File: config.mk
export PLATFORM = sky130hd
export DESIGN_NAME = seq_input_collector
export DESIGN_NICKNAME = d
export VERILOG_FILES = /design/src/rtl/seq_input_collector.sv
export SDC_FILE = /design/constraint.sdc
export NUM_CORES = 1
export LEC_CHECK = 0
export ABC_AREA = 1
export CORE_MARGIN = 4
export CORE_UTILIZATION = 58
export CTS_CLUSTER_DIAMETER = 40
export DETAILED_ROUTE_END_ITERATION = 10
export GPL_ROUTABILITY_DRIVEN = 0
export GPL_TIMING_DRIVEN = 1
export PLACE_DENSITY = 0.78
export SLEW_MARGIN = 20
export SYNTH_ARGS = -nofsm -noshare
export SYNTH_HDL_FRONTEND = slang
export SYNTH_SLANG_ARGS = --single-unit
File: constraint.sdc
create_clock -name clk -period 4.85 [get_ports clk]
set_input_delay 0.97 -clock clk [delete_from_list [all_inputs] [get_ports clk]]
set_output_delay 0.97 -clock clk [all_outputs]
set_load 0.03 [all_outputs]
File: src/rtl/seq_input_collector.sv
// Debounced keypad collector: accepts up to eight digits with delete, clear and submit keys.
// One key is tracked at a time; each accepted press commits exactly one action.
module seq_input_collector #(
  parameter logic [19:0] DEBOUNCE_CYCLES = 20'd500000
) (
  input  logic        clk,
  input  logic        rst_n,
  input  logic [9:0]  key_digit,
  input  logic        key_del,
  input  logic        key_clr,
  input  logic        key_ok,
  input  logic        seq_clear,
  output logic [31:0] user_seq,
  output logic [3:0]  input_cnt,
  output logic        seq_full,
  output logic        locked,
  output logic        seq_done,
  output logic        overflow
);

  typedef enum logic [1:0] {StIdle, StPressDb, StHold, StReleaseDb} state_e;

  // Key vector layout: [9:0] digits, [10] delete, [11] clear, [12] submit.
  logic [12:0] raw_keys, sync1_q, k_q;
  assign raw_keys = {key_ok, key_clr, key_del, key_digit};

  state_e      state_q, state_d;
  logic [19:0] db_cnt_q, db_cnt_d;
  logic [12:0] key_q, key_d;
  logic        commit;

  logic [31:0] seq_q, seq_d;
  logic [3:0]  cnt_q, cnt_d;
  logic        locked_q, locked_d;
  logic        done_q, done_d;
  logic        ovf_q, ovf_d;

  always_ff @(posedge clk or negedge rst_n) begin
    if (!rst_n) begin
      sync1_q  <= '0;
      k_q      <= '0;
      state_q  <= StIdle;
      db_cnt_q <= '0;
      key_q    <= '0;
      seq_q    <= '0;
      cnt_q    <= '0;
      locked_q <= 1'b0;
      done_q   <= 1'b0;
      ovf_q    <= 1'b0;
    end else begin
      sync1_q  <= raw_keys;
      k_q      <= sync1_q;
      state_q  <= state_d;
      db_cnt_q <= db_cnt_d;
      key_q    <= key_d;
      seq_q    <= seq_d;
      cnt_q    <= cnt_d;
      locked_q <= locked_d;
      done_q   <= done_d;
      ovf_q    <= ovf_d;
    end
  end

  always_comb begin
    state_d  = state_q;
    db_cnt_d = db_cnt_q;
    key_d    = key_q;
    commit   = 1'b0;
    unique case (state_q)
      StIdle: begin
        if ($onehot(k_q)) begin
          key_d    = k_q;
          db_cnt_d = 20'd1;
          state_d  = StPressDb;
        end
      end
      StPressDb: begin
        if (k_q != key_q) begin
          state_d = StIdle;
        end else if (db_cnt_q == DEBOUNCE_CYCLES) begin
          commit  = 1'b1;
          state_d = StHold;
        end else begin
          db_cnt_d = db_cnt_q + 20'd1;
        end
      end
      StHold: begin
        if (k_q == '0) begin
          db_cnt_d = 20'd1;
          state_d  = StReleaseDb;
        end
      end
      StReleaseDb: begin
        if (k_q != '0) begin
          state_d = StHold;
        end else if (db_cnt_q == DEBOUNCE_CYCLES) begin
          state_d = StIdle;
        end else begin
          db_cnt_d = db_cnt_q + 20'd1;
        end
      end
      default: state_d = StIdle;
    endcase
  end

  logic [3:0] digit_val;
  logic [3:0] cnt_m1;
  logic [4:0] wr_base, del_base;

  always_comb begin
    digit_val = 4'd0;
    for (int i = 0; i < 10; i++) begin
      if (key_q[i]) digit_val = 4'(i);
    end
  end

  assign cnt_m1   = cnt_q - 4'd1;
  assign wr_base  = {cnt_q[2:0], 2'b00};
  assign del_base = {cnt_m1[2:0], 2'b00};

  always_comb begin
    seq_d    = seq_q;
    cnt_d    = cnt_q;
    locked_d = locked_q;
    done_d   = 1'b0;
    ovf_d    = 1'b0;
    // The external clear wins over any key commit landing in the same cycle.
    if (seq_clear || (commit && key_q[11])) begin
      seq_d    = '0;
      cnt_d    = '0;
      locked_d = 1'b0;
    end else if (commit && !locked_q) begin
      if (|key_q[9:0]) begin
        if (cnt_q < 4'd8) begin
          seq_d[wr_base +: 4] = digit_val;
          cnt_d               = cnt_q + 4'd1;
        end else begin
          ovf_d = 1'b1;
        end
      end else if (key_q[10]) begin
        if (cnt_q != 4'd0) begin
          seq_d[del_base +: 4] = 4'h0;
          cnt_d                = cnt_m1;
        end
      end else if (key_q[12]) begin
        if (cnt_q != 4'd0) begin
          locked_d = 1'b1;
          done_d   = 1'b1;
        end
      end
    end
  end

  assign user_seq  = seq_q;
  assign input_cnt = cnt_q;
  assign seq_full  = (cnt_q == 4'd8);
  assign locked    = locked_q;
  assign seq_done  = done_q;
  assign overflow  = ovf_q;

endmodule

==> run_1/class_map.png <==
Bar = 20 um. Fill, decap, tap and diode cells in grey.
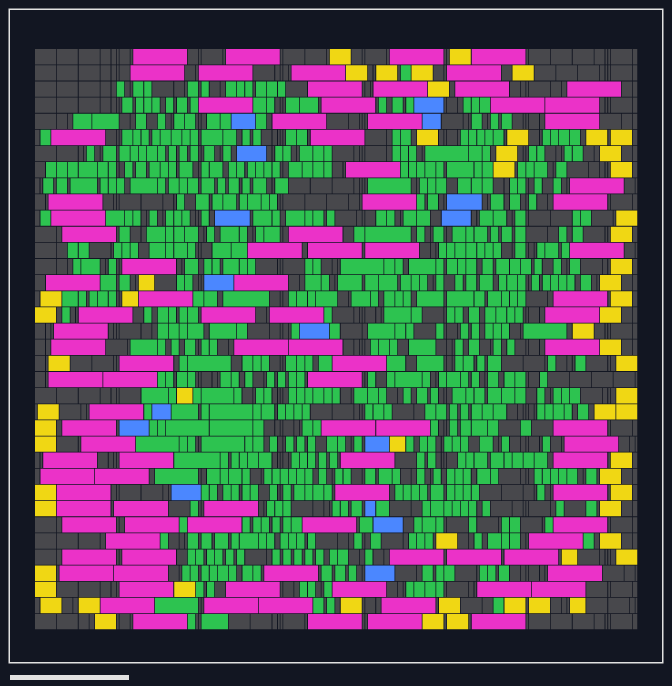
[magenta] registers | cells: 100 | share of their area: 38%
[blue] clock drivers and dummy loads | cells: 16 | share of their area: 3.0%
[yellow] remaining buffers and delay cells | cells: 60 | share of their area: 8.8%
[green] remaining logic cells | cells: 664 | share of their area: 51%

==> run_1/m2.png <==
Bar = 20 um.
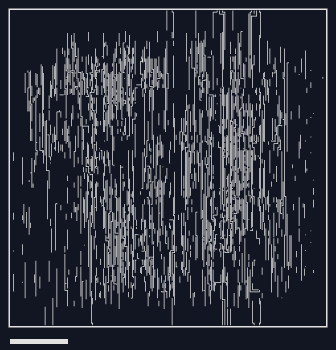
wire length on this layer: 6650 um
main direction: vertical
share of all routed wire: 49%

==> run_1/clock_wires.png <==
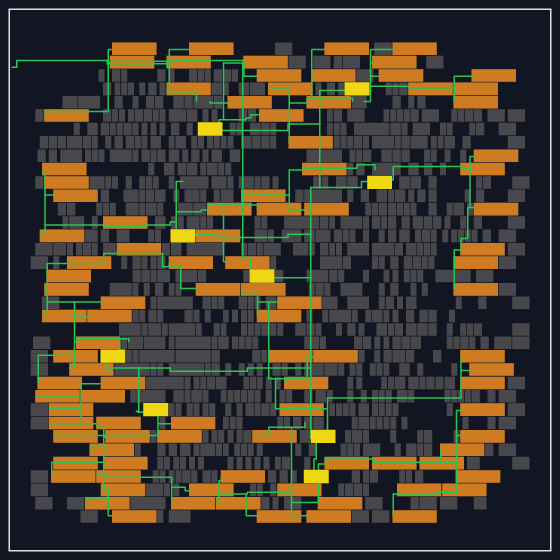
[orange] flip-flops | count: 100
[green] clock wires | length: 1190 um
[yellow] clock-net drivers | count: 9
flops lie: spread over the die
routed clock nets: 10

==> run_1/floorplan.png <==
Pins as bars on the die edge. Tap cells in grey.
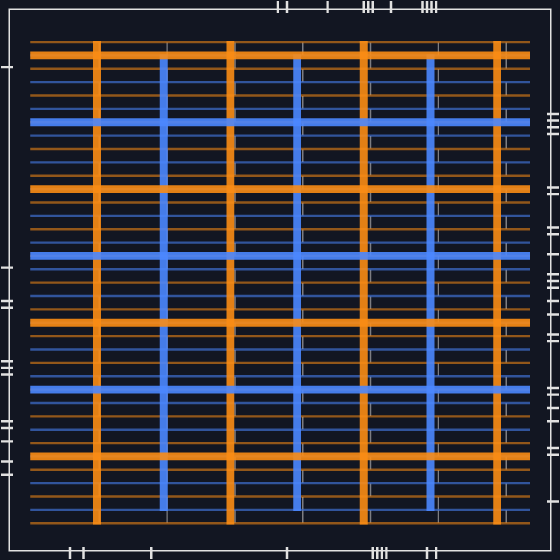
[blue] VDD
[orange] VSS
met4 straps: 7
tap cells: 133
met5 straps: 7
signal pins: 56

==> CHANGELOG.md, run 1 <==
### Physical design

* Outcome: complete, no violations
* RSZ-0062 raised after global routing: false
* Antenna cells at 0
* WHS at 0.3538 ns
* Vias in the first global route at around 5200
* Cell Type Count at 37
* TNS Setup at 0 ns
* Fin cells at between 900 and 1000
* GRT Residual Overflow at 0
* Cell area after synthesis at approximately 0.006 mm^2
* Total of max-cap violations at 0
* Drt pass-1 iters at 6
* Worst reg2reg path depth at 17
* Starting Density at about three fifths
* CTS tree: done
* Critical path, cell by cell: fa_1 -> fa_1 -> inv_1 -> fa_1 -> fa_1 -> fa_1 -> fa_1 -> o31ai_4 -> nand2_1 -> nand2_1 -> nand2_1 -> a21oi_1 -> nand2_1 -> buf_4 -> clkinv_1 -> nand3_1 -> o21ai_0
* Final Critical Period at 4.521 ns
* Placed cell count at 957
* Area fraction in mux cells at 0%
* Largest net degree at the start of global routing at roughly 66
* Min-Delay Path Depth at 0
* Max Clock Freq at between 200 and 250 MHz
* Average size of a mapped cell at ~7.6 um^2
* Slew HR at approximately two fifths
* Final max-slew violation count at 0
* Cell area leaders: dfrtp_1, nand2_1, o21ai_0, nand3_1, inv_1
* Worst r2r src: k_q[0]$_DFF_PN0_
* Resized cells post-CTS at 0
* Clock sink count at approximately 100
* Gr usage total at 24.74%
* Top Family by Delay on Critical Path: adder cells
* Dominant comb cell: simple AND/OR/NAND/NOR gates
* Hold Crit Class: reg2reg
* CP Launch Type: flop
* CTS hold repair buffers at 0
* Root buf cell: clkbuf_8
* DRT Wirelength at around 14 mm
* Share of layout cells above drive strength 1 at just under 8%
* Core box area at approximately 0.010 mm^2
* DRC at 0
* Worst Path Buf+Inv at 3
* Worst endpoint required time at roughly 5.2 ns
* P_sw at between 1 and 1.5 mW
* PortBufs at 55
* Clock power share at a little under a fifth
* Combinational share of power at between 40% and 50%
* Post-synth regs at 100
* Tool warnings at 34
* CP arrival at between 4 and 5 ns
* Worst Path Class, Setup: reg2reg
* Final setup margin at between 0.3 and 0.4 ns
* Nets at 874
* Hold path endpoint: k_q[4]$_DFF_PN0_
* Initial antenna violation count at 0
* First-iteration detailed-routing DRC count at 421
* H-tree levels at 3
* Worst Max-Slew Pin Slew at ~0.91 ns
* Fin util at between 60 and 70%
* Part of the power in registers at 37.5%
* Most common cell type on the critical path: fa_1
* Final setup viols at 0
* Fin crit share at 93.22%
* Pint at ~1.5 mW
* Num ports at ~56
* Worst Path Max Fanout at 9
* Power density over the cells at around 410 mW/mm^2
* Post-Place Worst Slack at about 0.24 ns
* Number of cells in Yosys stat at 789
* Worst Clk Skew at between 0.01 and 0.015 ns
* Global-route wire length before repair at about 24 mm
[run 1: cell usage after synthesis]
cell and n:
nand4_1 36, nor2_2 13, nand4_4 2, nand2_4 1, o21ai_0 63, buf_4 6
a21oi_1 6, o31ai_1 8, nor4_1 4, inv_1 81, nor4b_1 1, buf_6 4
nand2_1 211, nand4_2 1, inv_2 11, nor3_2 1, buf_2 3, ha_1 15
nand3_1 62, nor3_1 21, clkbuf_1 11, clkinv_1 4, o21ai_1 8, fa_1 8
nand2_8 1, buf_12 1, nor4_2 1, nand3_2 1, a31o_2 1, nor2_8 3
and3_1 1, nand2_2 5, nor2_1 79, dfrtp_1 100, xnor2_1 4, nor3b_1 2
xor2_1 9
[run 1: placed cells by master (no fill, tap or decap), drive strengths merged]
cell type,n
a21oi,6
a31o,1
and3,1
buf,6
clkbuf,9
clkdlybuf4s50,54
clkinv,7
dfrtp,100
fa,8
ha,15
inv,96
nand2,218
nand3,63
nand4,39
nor2,95
nor3,22
nor3b,2
nor4,5
nor4b,1
o21ai,71
o31ai,8
xnor2,4
xor2,9
[run 1: area by class of cell]
class | instances | area (um^2)
fill | 833 | 3127
multi-input combinational | 568 | 3012
sequential | 100 | 2502
timing repair buffer | 60 | 585.6
inverter | 96 | 360.3
tap | 133 | 166.4
clock buffer | 9 | 123.9
clock inverter | 7 | 77.57
[run 1: sequential cells by signal, summed over array words and instances (netlist names)]
register / cells
user_seq: 32
db_cnt_q: 20
k_q: 13
key_q: 13
sync1_q: 13
input_cnt: 4
state_q: 2
locked: 1
overflow: 1
seq_done: 1
[run 1: routing by layer]
metal | part of all wire, % | global-route usage, % | routed length (um) | vias to the layer above
met5 | 0 | 0 | 0 | -
met4 | 3.7 | 10.60 | 512 | 0
met3 | 6.4 | 4.639 | 876 | 53
met1 | 41 | 31.56 | 5627 | 2517
met2 | 49 | 41.12 | 6646 | 208
li1 | - | - | - | 2653
[run 1: power groups by stage]
stage / registers [mW] / logic [mW] / clock network [mW]
global placement: 1.06 / 1.14 / 0
finish: 1.05 / 1.22 / 0.534
global route: 1.07 / 1.38 / 0.593
floorplan: 1.06 / 0.883 / 0
CTS: 1.05 / 1.19 / 0.551
detailed placement: 1.06 / 1.17 / 0
[run 1: worst max path at each step]
stage                      from                       end  slack (ns)  cells past startpoint
3_3_place_gp   k_q[0]$_DFF_PN0_  db_cnt_q[13]$_DFFE_PN0P_        0.31                     15
4_1_cts        k_q[0]$_DFF_PN0_   db_cnt_q[1]$_DFFE_PN0P_        0.19                     17
5_1_grt        k_q[0]$_DFF_PN0_  db_cnt_q[13]$_DFFE_PN0P_        0.01                     15
3_5_place_dp   k_q[0]$_DFF_PN0_   db_cnt_q[1]$_DFFE_PN0P_        0.24                     17
2_1_floorplan  k_q[0]$_DFF_PN0_   db_cnt_q[8]$_DFFE_PN0P_        0.50                     15
6_report       k_q[0]$_DFF_PN0_   db_cnt_q[1]$_DFFE_PN0P_        0.33                     17
[run 1: logic make-up (layout without fill, tap and decap cells)]
family          count (synthesis)  after routing
simple gates                  446            446
buf+inv                       121            172
flops                         100            100
compound gates                 86             86
fa+ha+maj                      23             23
xor+xnor                       13             13
==> run_1/placed.png <==
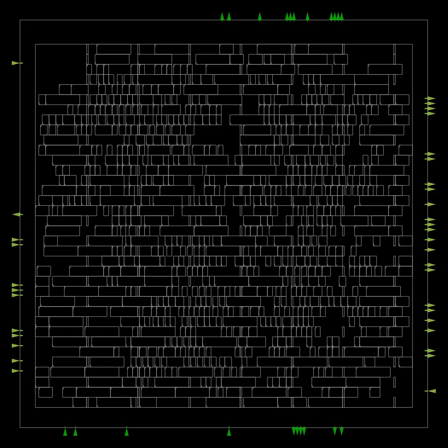

## Run 2: what changed since run 1
SETUP_SLACK_MARGIN = 0.05   (was default)
==> run_2/placed.png <==
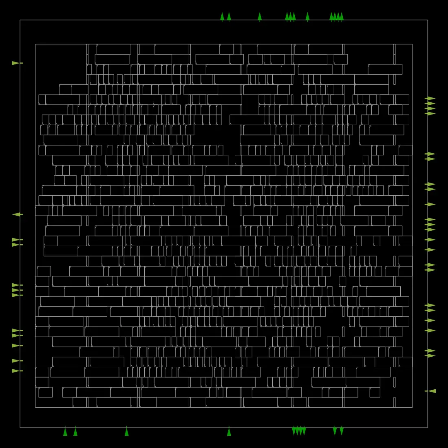
Tapcell Cnt: 133
Seq area share: 36.58%
row count: 36
fin cells: 973

==> run_2/floorplan.png <==
Pins as bars on the die edge. Tap cells in grey.
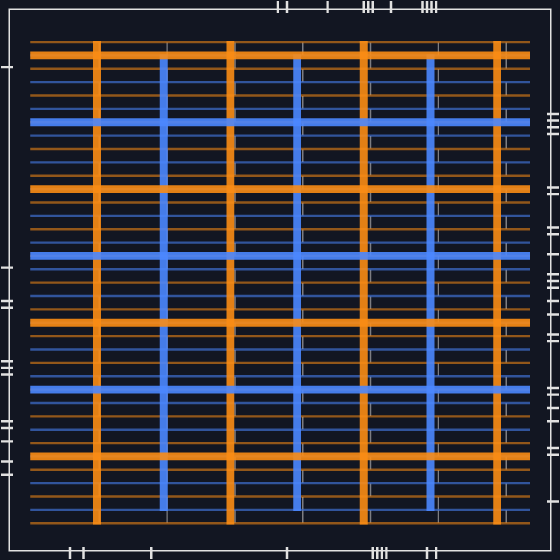
[orange] VSS
[blue] VDD
met4 straps: 7
tap cells: 133
signal pins: 56
met1 rails: 37

==> CHANGELOG.md, run 2 <==
### Physical design

* Min-Delay Path Depth at 0
* Worst vdd ir at approximately 0.28 mV
* TNS Setup at 0 ns
* Count of library flops with an enable pin at 0
* Power density over the cells at around 410 mW/mm^2
* CTS hold repair buffers at 0
* H-tree levels at 3
* Share of layout cells above drive strength 1 at 8.214%
* Worst Max-Slew Pin Slew at slightly above 0.9 ns
* Initial antenna violation count at 0
* Starting Density at roughly three fifths
* Gr usage total at between 20 and 25%
* DRT Wirelength at 13.71 mm
* Num ports at around 56
* Worst Path Class, Setup: reg2reg
* Main flop type: dfrtp_1
* Post-synth regs at roughly 100
* Nets at roughly 870
* Worst endpoint required time at ~5.2 ns
* Most frequent logic cell in the layout: nand2_1
* Final setup viols at 0
* Dominant cell by count in the synthesized netlist: nand2_1
* Hold Crit Class: reg2reg
* Max FFs per register at 32
* Worst setup endpoint: db_cnt_q[13]$_DFFE_PN0P_
* Levels on crit path at 15
* Worst r2r src: k_q[0]$_DFF_PN0_
* Worst Path Buf+Inv at 2
* Vias in the first global route at ~5200
* Ys async rst share at 100.0%
* Core box area at 0.009955 mm^2
* Number of cells in Yosys stat at 789
* Top Family by Delay on Critical Path: adder cells
* Root buf cell: clkbuf_8
* CP Launch Type: flop
* Largest net degree at the start of global routing at about 66
* Tool warnings at 34
* Critical path, cell by cell: fa_1 -> fa_1 -> inv_1 -> fa_1 -> fa_1 -> fa_2 -> fa_2 -> nor4b_2 -> nand2_1 -> nand2_1 -> nand2_1 -> a21oi_1 -> nand2_1 -> buf_4 -> o31ai_2
* Total number of vias at around 5400
* CP arrival at around 4.8 ns
* RSZ-0062 raised after global routing: false
* Average size of a mapped cell at about 7.6 um^2
* Worst reg2reg path depth at 15
* Worst Path Max Fanout at 26
* GRT Residual Overflow at 0
* Clock sink count at 100
* Global-route wire length before repair at about 24 mm
* DRC at 0
* Clock-pin slew on the worst setup and hold paths at 0.11 ns
* Cell area leaders: dfrtp_1, nand2_1, o21ai_0, nand3_1, inv_1
* Cell Type Count at 37
* CTS tree: done
* Antenna cells at 0
* Synth Seq Share at 41.56%
* Top logic cells by instance count in the layout: nand2_1, dfrtp_1, inv_1
* Cell area after synthesis at 0.006021 mm^2
* Commonest cells in the netlist: nand2_1, dfrtp_1, inv_1, nor2_1, o21ai_0
* Worst setup startpoint: k_q[0]$_DFF_PN0_
* First-iteration detailed-routing DRC count at roughly 420
* Worst Clk Skew at ~0.014 ns
* Total of max-cap violations at 0
* PortBufs at between 50 and 60
* Fin crit share at 92.84%
* Drt pass-1 iters at 6
* Synth Warn # at 0
* Final max-slew violation count at 0
* Final Critical Period at 4.503 ns
* Biggest cell delay along the critical path at 0.53 ns
* Max Clock Freq at between 200 and 250 MHz
* Slew HR at between 30% and 40%
* Outcome: complete, no violations
==> run_2/m2.png <==
Bar = 20 um.
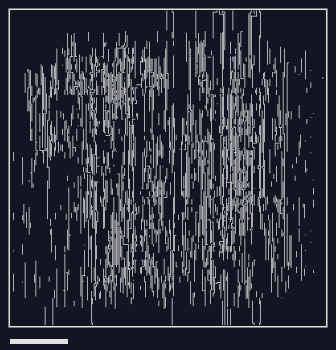
nets with wire on the layer: 714
share of all routed wire: 49%

-- run 2: cell counts after synthesis --
No cell type changed its count.
-- run 2: final cells by class --
cell class | instances | area, um^2
Sequential cell | 100 | 2502
Fill cell | 833 | 3113
Tap cell | 133 | 166.4
Timing Repair Buffer | 60 | 585.6
Clock inverter | 7 | 77.57
Inverter | 96 | 364.1
Clock buffer | 9 | 123.9
Multi-Input combinational cell | 568 | 3022
-- run 2: what timing repair did --
action | CTS | global route
endpoints found under the hold margin | 0 | 0
resized | 0 | 7
setup endpoints to repair | 0 | 17
-- run 2: cell families (layout without fill, tap and decap cells) --
kind of cell | after synthesis | after routing | synth area share (%)
AND/OR/NAND/NOR | 446 | 446 | 34.48
flip-flops | 100 | 100 | 41.56
AND-OR/OR-AND | 86 | 86 | 7.544
XOR/XNOR | 13 | 13 | 1.891
buffers and inverters | 121 | 172 | 8.749
adder cells (fa/ha/maj) | 23 | 23 | 5.777
-- run 2: worst min-delay path by stage --
stage	from	to	slack (ns)
2_1_floorplan	sync1_q[0]$_DFF_PN0_	k_q[0]$_DFF_PN0_	0.33
3_3_place_gp	sync1_q[10]$_DFF_PN0_	k_q[10]$_DFF_PN0_	0.33
3_5_place_dp	sync1_q[11]$_DFF_PN0_	k_q[11]$_DFF_PN0_	0.33
4_1_cts	sync1_q[4]$_DFF_PN0_	k_q[4]$_DFF_PN0_	0.35
5_1_grt	sync1_q[4]$_DFF_PN0_	k_q[4]$_DFF_PN0_	0.36
6_report	sync1_q[4]$_DFF_PN0_	k_q[4]$_DFF_PN0_	0.35
-- run 2: report_power, final --
group | total, mW | leakage, nW | internal, mW | switching [mW]
combinational | 1.23 | 1.78 | 0.380 | 0.849
sequential | 1.05 | 1.31 | 0.926 | 0.126
clock | 0.537 | 0.104 | 0.205 | 0.332
total | 2.82 | 3.19 | 1.51 | 1.31
-- run 2: through the flow --
step	util (%)	cells	hold slack, ns	total power, mW	worst slack [ns]
floorplan	-	789	0.3312	1.940	0.4992
global placement	66.37	957	0.3313	2.199	0.3076
detailed placement	66.37	957	0.3347	2.235	0.2367
CTS	68.39	973	0.3542	2.785	0.1887
global route	68.73	973	0.3600	3.056	0.05917
finish	68.73	973	0.3524	2.818	0.3473
-- run 2: metal layers --
layer | vias to the layer above | GRT usage, % | part of all wire [%]
met2 | 212 | 41.12 | 49
met4 | 0 | 10.60 | 3.6
met5 | - | 0 | 0
met3 | 54 | 4.639 | 6.5
li1 | 2654 | - | -
met1 | 2515 | 31.56 | 41
Power figures rest on the tool's default switching activity, not on a simulated workload.
